## config.mk

```make
export PLATFORM = sky130hd
export DESIGN_NAME = pipelined_addsub
export DESIGN_NICKNAME = d
export VERILOG_FILES = /design/src/rtl/arith_pkg.sv /design/src/rtl/adder_slice.sv /design/src/rtl/full_adder.sv /design/src/rtl/pipelined_addsub.sv
export SDC_FILE = /design/constraint.sdc
export NUM_CORES = 1
export LEC_CHECK = 0
export ABC_AREA = 1
export CORE_ASPECT_RATIO = 0.7
export CORE_MARGIN = 4
export CORE_UTILIZATION = 40
export DETAILED_ROUTE_END_ITERATION = 16
export GPL_ROUTABILITY_DRIVEN = 0
export PLACE_DENSITY_LB_ADDON = 0.05
export SLEW_MARGIN = 20
export SYNTH_ARGS = -nofsm -noshare
export SYNTH_HDL_FRONTEND = slang
export SYNTH_SLANG_ARGS = --single-unit
```

## constraint.sdc

```tcl
create_clock -name clk -period 5.7 [get_ports clk]
set_input_delay 1.14 -clock clk [delete_from_list [all_inputs] [get_ports clk]]
set_output_delay 1.14 -clock clk [all_outputs]
set_load 0.005 [all_outputs]
```

## src/rtl/arith_pkg.sv

```systemverilog
`default_nettype none
//==============================================================================
// Package  : arith_pkg
// Brief    : Shared arithmetic definitions: add/sub opcode encoding and the
//            carry-slice width helper used by the pipelined adder.
// Revision : 1.0 - initial release
//==============================================================================
package arith_pkg;

    // Opcode shared with the ALU decoder.
    typedef enum logic {
        ADD = 1'b0,
        SUB = 1'b1
    } op_e;

    // Width of one carry slice. A zero stage count is clamped so the division
    // stays defined long enough for the top-level parameter check to report it.
    function automatic int slice_width(input int n, input int stages);
        return n / ((stages < 1) ? 1 : stages);
    endfunction

endpackage
`default_nettype wire

```

## src/rtl/adder_slice.sv

```systemverilog
`default_nettype none
//==============================================================================
// Module   : adder_slice
// Brief    : Combinational W-bit ripple-carry adder built from full_adder cells.
//            One slice resolves one pipeline stage's share of the carry chain.
// Revision : 1.0 - initial release
//==============================================================================
module adder_slice #(
    parameter int W = 8
) (
    input  logic [W-1:0] a,
    input  logic [W-1:0] b,
    input  logic         ci,
    output logic [W-1:0] s,
    output logic         co
);

    logic [W:0] w_c;

    assign w_c[0] = ci;

    for (genvar i = 0; i < W; i++) begin : g_bit
        full_adder u_fa (
            .a  (a[i]),
            .b  (b[i]),
            .ci (w_c[i]),
            .s  (s[i]),
            .co (w_c[i+1])
        );
    end

    assign co = w_c[W];

endmodule
`default_nettype wire

```

## src/rtl/full_adder.sv

```systemverilog
`default_nettype none
//==============================================================================
// Module   : full_adder
// Brief    : One-bit full adder cell, the building block of the ripple slices.
// Revision : 1.0 - initial release
//==============================================================================
module full_adder (
    input  logic a,
    input  logic b,
    input  logic ci,
    output logic s,
    output logic co
);

    assign s  = a ^ b ^ ci;
    assign co = (a & b) | (a & ci) | (b & ci);

endmodule
`default_nettype wire

```

## src/rtl/pipelined_addsub.sv

```systemverilog
`default_nettype none
//==============================================================================
// Module   : pipelined_addsub
// Brief    : N-bit adder/subtractor whose carry chain is cut into STAGES equal
//            slices, one slice per pipeline stage. Valid/ready on both sides,
//            a single global advance enable, registered sum/cout/ovf/zero.
// Revision : 1.0 - initial release
//==============================================================================
module pipelined_addsub
    import arith_pkg::*;
#(
    parameter int N      = 32,
    parameter int STAGES = 4
) (
    input  logic         clk,
    input  logic         rst_n,
    input  logic         in_valid,
    output logic         in_ready,
    input  logic [N-1:0] a,
    input  logic [N-1:0] b,
    input  logic         sub,
    input  logic         cin,
    output logic         out_valid,
    input  logic         out_ready,
    output logic [N-1:0] sum,
    output logic         cout,
    output logic         ovf,
    output logic         zero
);

    localparam int c_w = slice_width(N, STAGES);

    if (STAGES < 1 || (N % STAGES) != 0) begin : g_bad_params
        $error("pipelined_addsub: STAGES must be >= 1 and divide N exactly");
    end

    op_e          w_op;
    logic [N-1:0] w_be;
    logic         w_c0;
    logic         w_en;

    logic [N-1:0] r_out_sum;
    logic         r_out_cout;
    logic         r_out_ovf;
    logic         r_out_zero;
    logic         r_out_vld;

    // Subtraction is a + ~b with the carry-in inverted into a borrow.
    assign w_op = op_e'(sub);
    assign w_be = (w_op == SUB) ? ~b : b;
    assign w_c0 = (w_op == SUB) ? ~cin : cin;

    // Whole pipe advances together unless a presented result is being held.
    assign w_en     = ~r_out_vld | out_ready;
    assign in_ready = w_en;

    assign out_valid = r_out_vld;
    assign sum       = r_out_sum;
    assign cout      = r_out_cout;
    assign ovf       = r_out_ovf;
    assign zero      = r_out_zero;

    for (genvar k = 0; k < STAGES; k++) begin : g_stage
        // Operand bits still to be added when this stage starts.
        localparam int c_rem = N - k * c_w;

        logic [c_rem-1:0]       w_a_in;
        logic [c_rem-1:0]       w_b_in;
        logic                   w_c_in;
        logic                   w_v_in;
        logic [c_w-1:0]         w_s;
        logic                   w_co;
        logic [(k+1)*c_w-1:0]   w_res;

        if (k == 0) begin : g_first
            assign w_a_in = a;
            assign w_b_in = w_be;
            assign w_c_in = w_c0;
            assign w_v_in = in_valid;
            assign w_res  = w_s;
        end else begin : g_next
            assign w_a_in = g_stage[k-1].g_mid.r_a;
            assign w_b_in = g_stage[k-1].g_mid.r_b;
            assign w_c_in = g_stage[k-1].g_mid.r_c;
            assign w_v_in = g_stage[k-1].g_mid.r_vld;
            assign w_res  = {w_s, g_stage[k-1].g_mid.r_sum};
        end

        adder_slice #(
            .W (c_w)
        ) u_slice (
            .a  (w_a_in[c_w-1:0]),
            .b  (w_b_in[c_w-1:0]),
            .ci (w_c_in),
            .s  (w_s),
            .co (w_co)
        );

        if (k < STAGES - 1) begin : g_mid
            logic [c_rem-c_w-1:0]  r_a;
            logic [c_rem-c_w-1:0]  r_b;
            logic [(k+1)*c_w-1:0]  r_sum;
            logic                  r_c;
            logic                  r_vld;

            // Register the resolved low bits, the slice carry and the skewed upper operands.
            always_ff @(posedge clk or negedge rst_n) begin
                if (!rst_n) begin
                    r_a   <= '0;
                    r_b   <= '0;
                    r_sum <= '0;
                    r_c   <= 1'b0;
                    r_vld <= 1'b0;
                end else if (w_en) begin
                    r_a   <= w_a_in[c_rem-1:c_w];
                    r_b   <= w_b_in[c_rem-1:c_w];
                    r_sum <= w_res;
                    r_c   <= w_co;
                    r_vld <= w_v_in;
                end
            end
        end else begin : g_last
            logic w_ovf;

            // Top slice still holds the operand sign bits needed for signed overflow.
            assign w_ovf = (w_a_in[c_w-1] == w_b_in[c_w-1]) && (w_res[N-1] != w_a_in[c_w-1]);

            // Final stage registers the complete result and its flags.
            always_ff @(posedge clk or negedge rst_n) begin
                if (!rst_n) begin
                    r_out_sum  <= '0;
                    r_out_cout <= 1'b0;
                    r_out_ovf  <= 1'b0;
                    r_out_zero <= 1'b0;
                    r_out_vld  <= 1'b0;
                end else if (w_en) begin
                    r_out_sum  <= w_res;
                    r_out_cout <= w_co;
                    r_out_ovf  <= w_ovf;
                    r_out_zero <= ~|w_res;
                    r_out_vld  <= w_v_in;
                end
            end
        end
    end

endmodule
`default_nettype wire

```

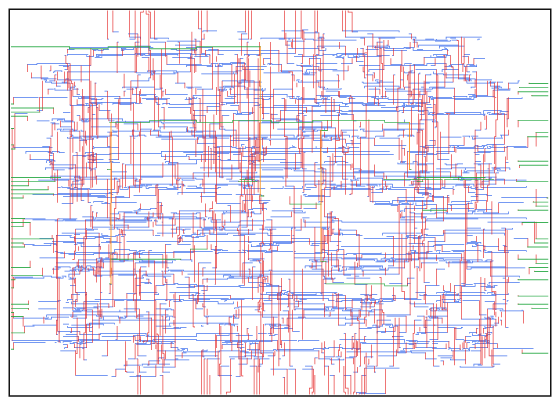
**Above:** wiring by layer.
metal 2 -> red  # wire length 6880 um
metal 4 -> orange  # wire length 163 um
metal 3 -> green  # wire length 706 um
metal 1 -> blue  # wire length 9080 um
drt wl/cell: 13.9 um
GRT Overall Usage: 15.3%
vias: 5380
final WL: 16800 um

==> flow_metrics.py <==
# Generated from Yosys and OpenROAD reports
metrics = {
    "power": {
        "swShare_pct": 36.6,
        "pg_seq_mw": 2.26,
        "p_comb_share_pct": 35.9,
        "p_leak_nw": 4.71,
        "power.total_mw": 5.33,
    },
    "cells_and_area": {
        "final_nets": 1028,
        "antenna_cells": 0,
        "ff_count": 186,
        "largestClassByArea": "flip-flops and latches",
        "fillers": 1941,
        "num-nonclk-buffers": 112,
        "seq_share_pct": 47.0,
        "drive_gt1_share_pct": 7.25,
        "seq_area_um2": 4650,
        "final_cells": 1208,
    },
    "grt": {
        "antenna_found_initial": 0,
        "grt_first_pass_wirelength_um": 28600,
        "top_usage_layer": "met1",
        "grt-ovfl-total": 0,
        "grt_pass1_vias": 5547,
    },
    "synthesis": {
        "ys_sh_aoi_pct": 7.35,
        "fp_nets": 941,
        "top_area_cell": "dfrtp_1",
        "top_cell_area_share_pct": 56.4,
        "yosys_warnings": 0,
        "netlist_instances": 838,
        "synth_cell_types": 24,
        "ys_sh_mux_pct": 0,
        "ys_sh_xor_pct": 3.61,
    },
    "die": {
        "ioPinCount": 107,
        "rows": 43,
        "fp.dieH_um": 128,
    },
    "timing": {
        "tightest_slew_ns": 0.939,
        "slew_viol_final": 0,
        "setup_violations": 0,
        "relSlewSlack_pct": 37.4,
        "setup_tns_ns": 0,
        "period_needed_ns": 5.01,
        "hold_viol": 0,
        "holdWs_ns": 0.464,
        "timing.fmax_mhz": 200,
    },
    "worst_setup_path": {
        "cp_max_fo": 1,
        "worst_ep_arrival_time_ns": 5.29,
        "rrSetupSlack_ns": 1.34,
        "critPathKind": "input port to register",
        "rr_worst_depth": 13,
        "cp.required_ns": 5.98,
        "endpoint": "g_stage[0].g_mid.r_sum[7]",
        "r2r_end": "ovf",
        "startpoint": "cin",
        "r2r_start": "g_stage[2].g_mid.r_b[0]",
    },
    "status": {
        "outcome": "completed",
    },
    "place": {
        "dp_cells": 1176,
        "dp_hpwl_um": 11500,
        "port_buffers": 106,
    },
    "clock_tree": {
        "numCtsBuffers": 17,
        "clk_pin_slew_ns": 0.07,
        "cts_resized": 0,
        "cts_max_level": 4,
        "cts_setup_buffers": 0,
    },
    "drt": {
        "drt-initial-drc-count": 306,
        "dr.pass1.iters": 4,
        "viasPerCell": 4.45,
        "drc_errors": 0,
    },
    "min_path": {
        "holdPathEnd": "out_valid",
        "hp-start": "g_stage[2].g_mid.r_vld",
    },
    "run": {
        "cap_violations": 0,
    },
}
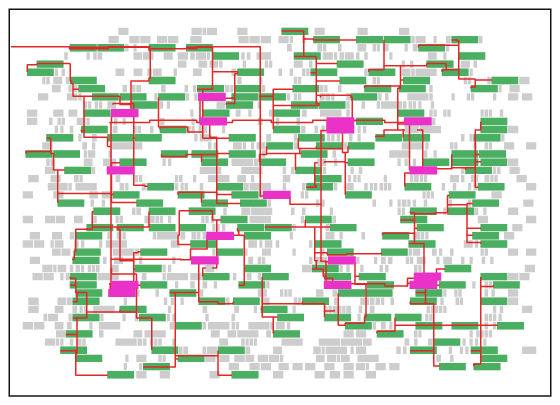
**Above:** routed clock nets over the placement.
clock wires -> red  # length 2200 um
flip-flops -> green  # count 186
clock drivers -> magenta  # count 17
flops lie = all over the die
later-pin clock latency in the skew report: 0.43 ns
Layout Skew: 0.00964 ns
Clock power frac: 21.8%
clock distribution power: 1.16 mW

## synth_stat cells
master	count
o21a_1	1
nand2_1	362
xnor2_1	32
o21ai_1	19
inv_1	56
inv_4	1
nand2_4	1
nand3_1	3
buf_2	12
ha_1	1
o21bai_1	1
buf_6	22
dfrtp_1	186
fa_1	32
buf_4	3
o31ai_1	1
clkbuf_2	1
o21ai_2	25
o21ai_0	54
xor2_1	2
nor2_1	16
inv_2	1
clkbuf_1	5
buf_12	1
## through the flow
stage / setup slack, ns / instance area [um2] / utilization (%)
floorplan: 0.501 / 8250 / -
global placement: 0.245 / 9320 / 46.6
detailed placement: 0.207 / 9320 / 46.6
CTS: 0.664 / 9900 / 49.5
global route: 0.456 / 9900 / 49.5
finish: 0.688 / 9900 / 49.5
## per-layer routing
layer / wire length, um / vias up
met2: 6880 / 87
met1: 9080 / 2549
met4: 162 / 0
li1: - / 2733
met3: 706 / 11
met5: 0 / -
## state kept, by name (all words and copies together) (netlist names), 3 cells and up
| name | count |
|---|---|
| g_stage.g_mid.r_c | 3 |
| g_stage.g_mid.r_b | 48 |
| g_stage.g_mid.r_sum | 48 |
| sum | 32 |
| g_stage.g_mid.r_vld | 3 |
| g_stage.g_mid.r_a | 48 |
## worst max-delay path, cell delays in order
cell and delay, ns:
clkdlybuf4s50_1 0.41, xnor2_1 0.14, fa_1 0.42, fa_1 0.42
fa_1 0.42, fa_1 0.43, fa_1 0.44, fa_1 0.43
fa_1 0.39, inv_1 0.08, fa_1 0.41, nand2_1 0.07
o21ai_0 0.09
## cells in the final DEF, fill, tap and decap left out, drive strengths merged, types with 2 or more instances in the layout
master           n
nand3            3
buf              7
fa              32
nor2            16
inv             68
dfrtp          186
clkdlybuf4s50  104
nand2          363
clkbuf          18
xnor2           32
xor2             2
o21ai           98
clkinv           3
Power is estimated from default activity; no workload was simulated.
